--- src/rtl/issue_scoreboard_pkg.sv ---
// Shared definitions for the issue scoreboard: register-index width, the
// issue-class and branch-FSM encodings, default unit latencies and the
// writeback reservation entry format.
package issue_scoreboard_pkg;

    localparam int REG_W        = 5;
    localparam int NUM_REGS     = 32;

    localparam int ALU_LAT_DEF  = 1;
    localparam int MEM_LAT_DEF  = 3;
    localparam int LONG_LAT_DEF = 6;
    localparam int MAX_LAT_DEF  = 6;

    typedef enum logic [1:0] {
        CLS_NONE = 2'd0,
        CLS_ALU  = 2'd1,
        CLS_MEM  = 2'd2,
        CLS_LONG = 2'd3
    } iss_class_e;

    typedef enum logic [1:0] {
        ST_RUN     = 2'd0,
        ST_BR_WAIT = 2'd1,
        ST_FLUSH   = 2'd2
    } state_e;

    // One writeback reservation: a valid flag and the register to write.
    typedef struct packed {
        logic             valid;
        logic [REG_W-1:0] rd;
    } wb_entry_t;

endpackage

--- src/rtl/issue_scoreboard_wb_sched.sv ---
// Writeback reservation queue.
// slot_q[k] holds the writeback that happens k cycles from now; slot_q[0] is
// the register-file write of the current cycle (wb_valid/wb_reg) and also
// serves as the pending-clear strobe for the scoreboard.
// Ports:
//   clk, rst_n           clock, async active-low reset (drops all entries)
//   ins_valid            reserve a writeback this cycle
//   ins_lat              issue-to-writeback latency of the reservation (1..MAX_LAT)
//   ins_reg              register to be written
//   slot_busy[k]         a writeback is already booked k cycles from now
//   wb_valid, wb_reg     register-file write of this cycle
module issue_scoreboard_wb_sched
    import issue_scoreboard_pkg::*;
#(
    parameter int MAX_LAT = MAX_LAT_DEF,
    parameter int LAT_W   = $clog2(MAX_LAT + 1)
) (
    input  logic               clk,
    input  logic               rst_n,
    input  logic               ins_valid,
    input  logic [LAT_W-1:0]   ins_lat,
    input  logic [REG_W-1:0]   ins_reg,
    output logic [MAX_LAT:1]   slot_busy,
    output logic               wb_valid,
    output logic [REG_W-1:0]   wb_reg
);

    wb_entry_t slot_q [MAX_LAT];
    wb_entry_t slot_d [MAX_LAT];

    // Shift every reservation one cycle closer, then book the new one. A
    // writeback due lat cycles after the issue edge lands in slot lat-1 right
    // after that edge. The caller guarantees the target slot is free.
    // NOTE: every always_comb output gets a default first so no path leaves it unassigned (no latch).
    always_comb begin
        for (int k = 0; k < MAX_LAT - 1; k++) begin
            slot_d[k] = slot_q[k + 1];
        end
        slot_d[MAX_LAT - 1] = '0;
        for (int k = 0; k < MAX_LAT; k++) begin
            if (ins_valid && ins_lat == LAT_W'(k + 1)) begin
                slot_d[k] = '{valid: 1'b1, rd: ins_reg};
            end
        end
    end

    // Nothing can be booked MAX_LAT cycles ahead of the current cycle, so the
    // top bit stays clear.
    always_comb begin
        slot_busy = '0;
        for (int k = 1; k < MAX_LAT; k++) begin
            slot_busy[k] = slot_q[k].valid;
        end
    end

    assign wb_valid = slot_q[0].valid;
    assign wb_reg   = slot_q[0].rd;

    // NOTE: the queue is reset element by element because in-flight writebacks must be dropped on reset.
    // NOTE: sequential state uses non-blocking assignments only, so every flop samples pre-edge values.
    always_ff @(posedge clk or negedge rst_n) begin
        if (!rst_n) begin
            for (int k = 0; k < MAX_LAT; k++) begin
                slot_q[k] <= '0;
            end
        end else begin
            for (int k = 0; k < MAX_LAT; k++) begin
                slot_q[k] <= slot_d[k];
            end
        end
    end

endmodule

--- src/rtl/issue_scoreboard.sv ---
// Issue controller between decode and the ALU / memory / long-op units.
// Tracks pending register writes, stalls decode on RAW/WAW hazards, writeback
// port conflicts, a busy long unit and unresolved branches, schedules the
// register-file writeback and pulses flush on a taken branch.
// Ports:
//   clk, rst_n                    clock, async active-low reset
//   dec_valid / dec_ready         decode handshake; issue when both are high
//   rs, rt, rd                    register indices from decode
//   alu_src, alu_reg_write,
//   mem_reg_write, long_write,
//   mem_write, branch             decode control fields
//   iss_valid, iss_class, iss_dest  issue strobe, unit class, destination
//   br_resolved, br_taken         branch outcome pulse
//   flush                         one-cycle discard of younger instructions
//   wb_valid, wb_reg              register-file write of this cycle
module issue_scoreboard
    import issue_scoreboard_pkg::*;
#(
    parameter int ALU_LAT  = ALU_LAT_DEF,
    parameter int MEM_LAT  = MEM_LAT_DEF,
    parameter int LONG_LAT = LONG_LAT_DEF,
    parameter int MAX_LAT  = MAX_LAT_DEF
) (
    input  logic             clk,
    input  logic             rst_n,
    input  logic             dec_valid,
    output logic             dec_ready,
    input  logic [REG_W-1:0] rs,
    input  logic [REG_W-1:0] rt,
    input  logic [REG_W-1:0] rd,
    input  logic             alu_src,
    input  logic             alu_reg_write,
    input  logic             mem_reg_write,
    input  logic             long_write,
    input  logic             mem_write,
    input  logic             branch,
    output logic             iss_valid,
    output logic [1:0]       iss_class,
    output logic [REG_W-1:0] iss_dest,
    input  logic             br_resolved,
    input  logic             br_taken,
    output logic             flush,
    output logic             wb_valid,
    output logic [REG_W-1:0] wb_reg
);

    localparam int LAT_W = $clog2(MAX_LAT + 1);
    localparam int CNT_W = $clog2(LONG_LAT + 1);

    state_e                state_q, state_d;
    logic [NUM_REGS-1:0]   pending_q, pending_d;
    logic [CNT_W-1:0]      long_cnt_q, long_cnt_d;

    iss_class_e            cls;
    logic [REG_W-1:0]      dest;
    logic [LAT_W-1:0]      lat;
    logic                  rt_used;
    logic                  raw, waw, slot_conflict, long_busy;
    logic                  ins_valid;
    logic [MAX_LAT:1]      slot_busy;

    // Destination decode; long > mem > alu.
    always_comb begin
        cls  = CLS_NONE;
        dest = '0;
        lat  = '0;
        if (long_write) begin
            cls  = CLS_LONG;
            dest = rd;
            lat  = LAT_W'(LONG_LAT);
        end else if (mem_reg_write) begin
            cls  = CLS_MEM;
            dest = rt;
            lat  = LAT_W'(MEM_LAT);
        end else if (alu_reg_write) begin
            cls  = CLS_ALU;
            dest = alu_src ? rt : rd;
            lat  = LAT_W'(ALU_LAT);
        end
    end

    // Hazard detection uses registered state only; dec_valid plays no part.
    always_comb begin
        rt_used   = !alu_src || mem_write || branch;
        raw       = (rs != '0 && pending_q[rs]) || (rt_used && rt != '0 && pending_q[rt]);
        waw       = (dest != '0) && pending_q[dest];
        long_busy = (cls == CLS_LONG) && (long_cnt_q != '0);

        // Register 0 is never written back, so it needs no port slot.
        slot_conflict = 1'b0;
        if (dest != '0) begin
            for (int k = 1; k <= MAX_LAT; k++) begin
                if (lat == LAT_W'(k)) begin
                    slot_conflict = slot_busy[k];
                end
            end
        end

        dec_ready = (state_q == ST_RUN) && !raw && !waw && !slot_conflict && !long_busy;
        iss_valid = dec_valid && dec_ready;
        iss_class = iss_valid ? cls  : CLS_NONE;
        iss_dest  = iss_valid ? dest : '0;
        ins_valid = iss_valid && (dest != '0);
        flush     = (state_q == ST_FLUSH);
    end

    // A writeback and an issue never target the same register in one cycle
    // (WAW stalls the issue), so clear-then-set order is irrelevant.
    always_comb begin
        pending_d = pending_q;
        if (wb_valid) begin
            pending_d[wb_reg] = 1'b0;
        end
        if (ins_valid) begin
            pending_d[dest] = 1'b1;
        end
    end

    // The issue cycle is the first busy cycle of the long unit, so the
    // counter is loaded with LONG_LAT-1 and the next long op can issue
    // exactly LONG_LAT cycles later.
    always_comb begin
        long_cnt_d = long_cnt_q;
        if (long_cnt_q != '0) begin
            long_cnt_d = long_cnt_q - CNT_W'(1);
        end
        if (iss_valid && cls == CLS_LONG) begin
            long_cnt_d = CNT_W'(LONG_LAT - 1);
        end
    end

    // Branch FSM: hold decode until the branch resolves, then flush one cycle
    // if taken. Outcomes arriving outside BR_WAIT are ignored.
    always_comb begin
        state_d = state_q;
        case (state_q)
            ST_RUN:     if (iss_valid && branch) state_d = ST_BR_WAIT;
            ST_BR_WAIT: if (br_resolved)         state_d = br_taken ? ST_FLUSH : ST_RUN;
            ST_FLUSH:                            state_d = ST_RUN;
            default:                             state_d = ST_RUN;
        endcase
    end

    always_ff @(posedge clk or negedge rst_n) begin
        if (!rst_n) begin
            state_q    <= ST_RUN;
            pending_q  <= '0;
            long_cnt_q <= '0;
        end else begin
            state_q    <= state_d;
            pending_q  <= pending_d;
            long_cnt_q <= long_cnt_d;
        end
    end

    issue_scoreboard_wb_sched #(
        .MAX_LAT (MAX_LAT),
        .LAT_W   (LAT_W)
    ) u_wb_sched (
        .clk       (clk),
        .rst_n     (rst_n),
        .ins_valid (ins_valid),
        .ins_lat   (lat),
        .ins_reg   (dest),
        .slot_busy (slot_busy),
        .wb_valid  (wb_valid),
        .wb_reg    (wb_reg)
    );

endmodule

--- config.mk ---
export PLATFORM = sky130hd
export DESIGN_NAME = issue_scoreboard
export DESIGN_NICKNAME = d
export VERILOG_FILES = /design/src/rtl/issue_scoreboard_pkg.sv /design/src/rtl/issue_scoreboard_wb_sched.sv /design/src/rtl/issue_scoreboard.sv
export SDC_FILE = /design/constraint.sdc
export NUM_CORES = 1
export LEC_CHECK = 0
export CAP_MARGIN = 0
export CORE_MARGIN = 1.5
export CORE_UTILIZATION = 25
export DETAILED_ROUTE_END_ITERATION = 8
export PLACE_DENSITY_LB_ADDON = 0.25
export SLEW_MARGIN = 20
export SYNTH_ARGS = -nofsm -noshare
export SYNTH_HDL_FRONTEND = slang
export SYNTH_SLANG_ARGS = --single-unit
--- constraint.sdc ---
create_clock -name clk -period 5.3 [get_ports clk]
set_input_delay 1.06 -clock clk [delete_from_list [all_inputs] [get_ports clk]]
set_output_delay 1.06 -clock clk [all_outputs]
set_load 0.02 [all_outputs]
==> run notes <==
yosys + openroad results -> switching power of the nets=0.000382 W, top register by number of flip-flops=pending_q, critical path startpoint=rt[0], Via Count=3254, crit path to=iss_dest[2], Synth top cell by count=sky130_fd_sc_hd__dfrtp_1, die area=17500 sq um, HPWL after detailed placement=9.38 mm, number of max-cap violations=0, Largest register FFs=32, Remaining DRCs=0, category of the worst setup path capture point=output port, Final Max Slew Viols=0, mux share of post-synthesis cell area=between 10% and 20%, number of gates given a new drive strength after cts=9, ant diodes=0, depth of the CTS H-tree=3, NumNets Final=449, synthesized instance count=365, Comb pwr share=17.3%, power density cells=263 nW/um^2, Slew Limit Headroom=36.4%, most used flip-flop cell after synthesis=sky130_fd_sc_hd__dfrtp_1, share of final-layout standard cells stronger than drive strength 1=29.6%, status=finished, final reports clean, Post-Syn Nets=393, total clock buffers created by CTS=9, cts-stage hold buffer count=0, data arrival time of the critical path=about 4.1 ns, CTS Buffer Depth=2, Int Pwr=0.00101 W, total number of warnings across the stage logs=27, detail-routed via count per cell=~5.0, number of global-route vias before repair=about 3400, remaining antenna violation count=0, library cell appearing most often on the critical path=sky130_fd_sc_hd__mux4_2, setup total negative slack=0 ns, share of power burned in the clock network=between 40% and 50%, clock tree root buffer cell=sky130_fd_sc_hd__clkbuf_16
## through the flow
step / area, sq um / hold WS, ns / util (%) / cells / power [W]
2_1_floorplan: 4170 / 0.405 / - / 365 / 0.000722
3_3_place_gp: 5010 / 0.332 / 30.4 / 629 / 0.000825
4_1_cts: 5290 / 0.348 / 32.1 / 645 / 0.00141
5_1_grt: 5310 / 0.351 / 32.2 / 646 / 0.00146
6_report: 5310 / 0.347 / 32.2 / 646 / 0.00139
3_5_place_dp: 5010 / 0.335 / 30.4 / 629 / 0.000830
## worst min path at each step
stage / to / cells after the start / start
CTS: u_wb_sched.slot_q[24] / 0 / u_wb_sched.slot_q[18]
global route: u_wb_sched.slot_q[16] / 0 / u_wb_sched.slot_q[10]
global placement: u_wb_sched.slot_q[16] / 0 / u_wb_sched.slot_q[10]
finish: u_wb_sched.slot_q[8] / 0 / u_wb_sched.slot_q[2]
floorplan: u_wb_sched.slot_busy[1] / 1 / u_wb_sched.slot_busy[2]
detailed placement: u_wb_sched.slot_q[24] / 0 / u_wb_sched.slot_q[18]
## worst max-delay path: cells and delay by family
family / cells / cell delay (ns)
mux: 2 / 0.98
buf+inv: 3 / 0.92
simple gates: 3 / 0.64
compound gates: 2 / 0.48
## layout make-up
class / instances / area, sq um
fillers: 1692 / 11200
well taps: 220 / 275
clock inverters: 6 / 42.5
multi-input cells: 245 / 2110
clock buffers: 10 / 239
inverters: 6 / 22.5
repair buffers: 86 / 796
flip-flops and latches: 73 / 1830
## logic make-up (layout without fill, tap and decap cells)
group	count (synthesis)	in the layout
DFF	73	73
and+or+nand+nor	95	95
muxes	49	49
adders and majority gates	2	2
buffers and inverters	47	108
AOI/OAI and AO/OA	98	98
xor gates and xnor gates	1	1
## cell usage in the layout, fill, tap and decap left out, types with 5 or more instances in the layout
master / instances
sky130_fd_sc_hd__nor3_1: 8
sky130_fd_sc_hd__and2_1: 6
sky130_fd_sc_hd__mux4_2: 16
sky130_fd_sc_hd__nor2_1: 13
sky130_fd_sc_hd__dfrtp_1: 73
sky130_fd_sc_hd__clkdlybuf4s50_1: 31
sky130_fd_sc_hd__mux2_2: 21
sky130_fd_sc_hd__nand2_1: 15
sky130_fd_sc_hd__inv_1: 5
sky130_fd_sc_hd__o31ai_1: 18
sky130_fd_sc_hd__nand3b_1: 8
sky130_fd_sc_hd__clkdlybuf4s15_1: 8
sky130_fd_sc_hd__o21ai_0: 34
sky130_fd_sc_hd__o31ai_2: 7
sky130_fd_sc_hd__nand3_1: 11
sky130_fd_sc_hd__mux2i_1: 10
sky130_fd_sc_hd__clkbuf_16: 9
sky130_fd_sc_hd__buf_4: 41
## routing by layer
metal / track usage (%) / up-vias / routed length [microns]
met5: 0 / - / 0
met4: 5.25 / 0 / 288
met3: 3.08 / 21 / 457
met2: 24.5 / 83 / 5940
met1: 20.5 / 1663 / 6230
li1: - / 1487 / -
## power groups by stage
stage	Sequential, W	Clock (W)	Combinational [W]
floorplan	0.000589	0	0.000133
CTS	0.000582	0.000585	0.000240
finish	0.000582	0.000572	0.000241
global placement	0.000591	0	0.000234
global route	0.000583	0.000611	0.000263
detailed placement	0.000592	0	0.000238
**Cell classes on the final placement**

Bar = 50 microns.
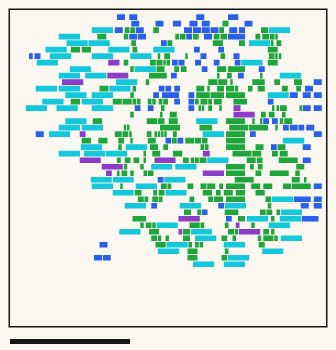
- all other logic: green (cells 251)
- flip-flops: cyan (cells 73)
- other buffers and delay cells: blue (cells 86)
- clock drivers and dummy loads: purple (cells 16)
fraction of the core area covered by cells at the end of the flow: 32.2%
Non-Filler Cell Area, Final: 5310 sq um
number of rows created at floorplan: 47
placeable core region: 16500 sq um
proportion of cell area occupied by registers: 34.4%

**Routing congestion map**

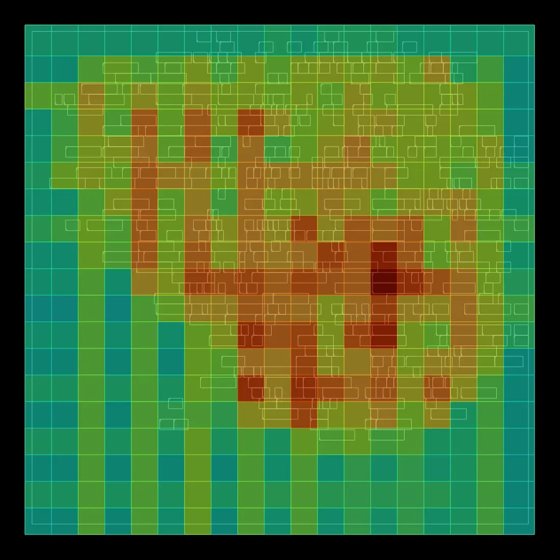
total global routing track utilization: 15.2%
average wire length per cell after detail routing: 20.0 microns
met1 track demand over resource: 20.5%
met2 layer usage reported by global route: 24.5%

**Selected gate families**

Bar = 50 microns.
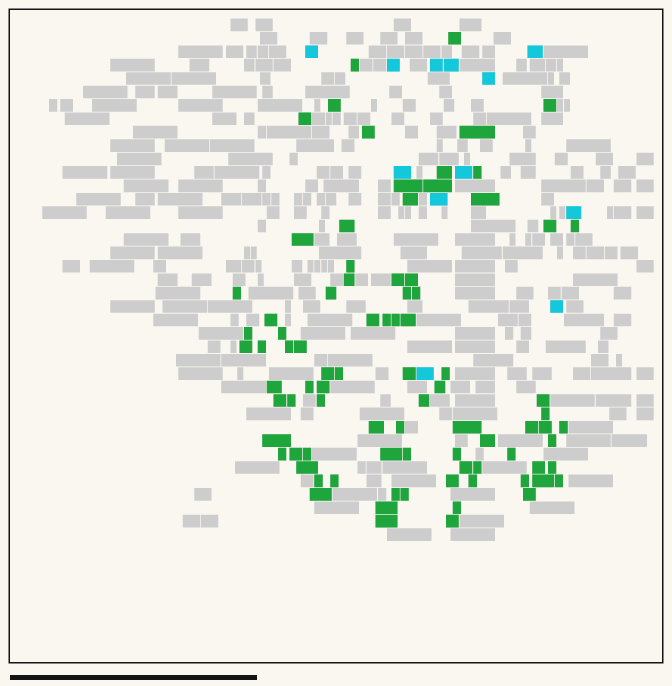
- AND-OR and OR-AND gates: cyan (cells 12)
- inverting AOI/OAI gates: green (cells 86)
most common cell after layout, fill and taps aside: sky130_fd_sc_hd__dfrtp_1
final instance count without filler cells: 646
fraction of standard cell area in multi-input logic: 39.7%

**Drive-strength map**

Bar = 50 microns.
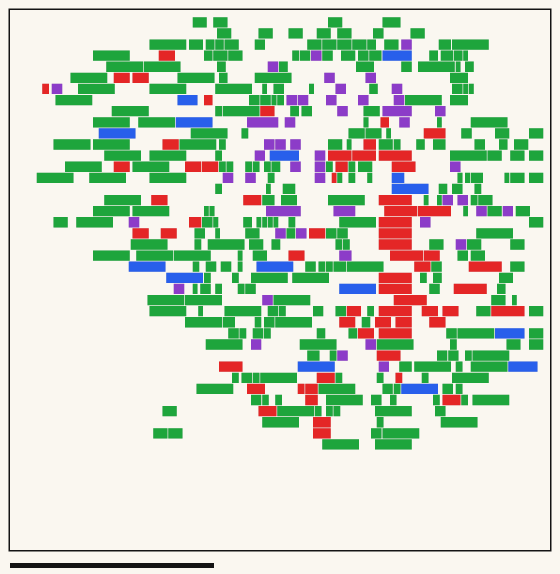
- drive 3 to 4: purple (cells 48; share 11%; most used buf_4)
- drive 2: red (cells 63; share 15%; most used mux2_2)
- drive 6 and up: blue (cells 15; share 3.5%; most used clkbuf_16)
- drive 1 or less: green (cells 300; share 70%; most used dfrtp_1)
Final Worst Setup Slack: 0.145 ns
Area growth syn-to-layout: 27.2%
Non-clk bufs: 86

Power and IR drop assume default switching activity.
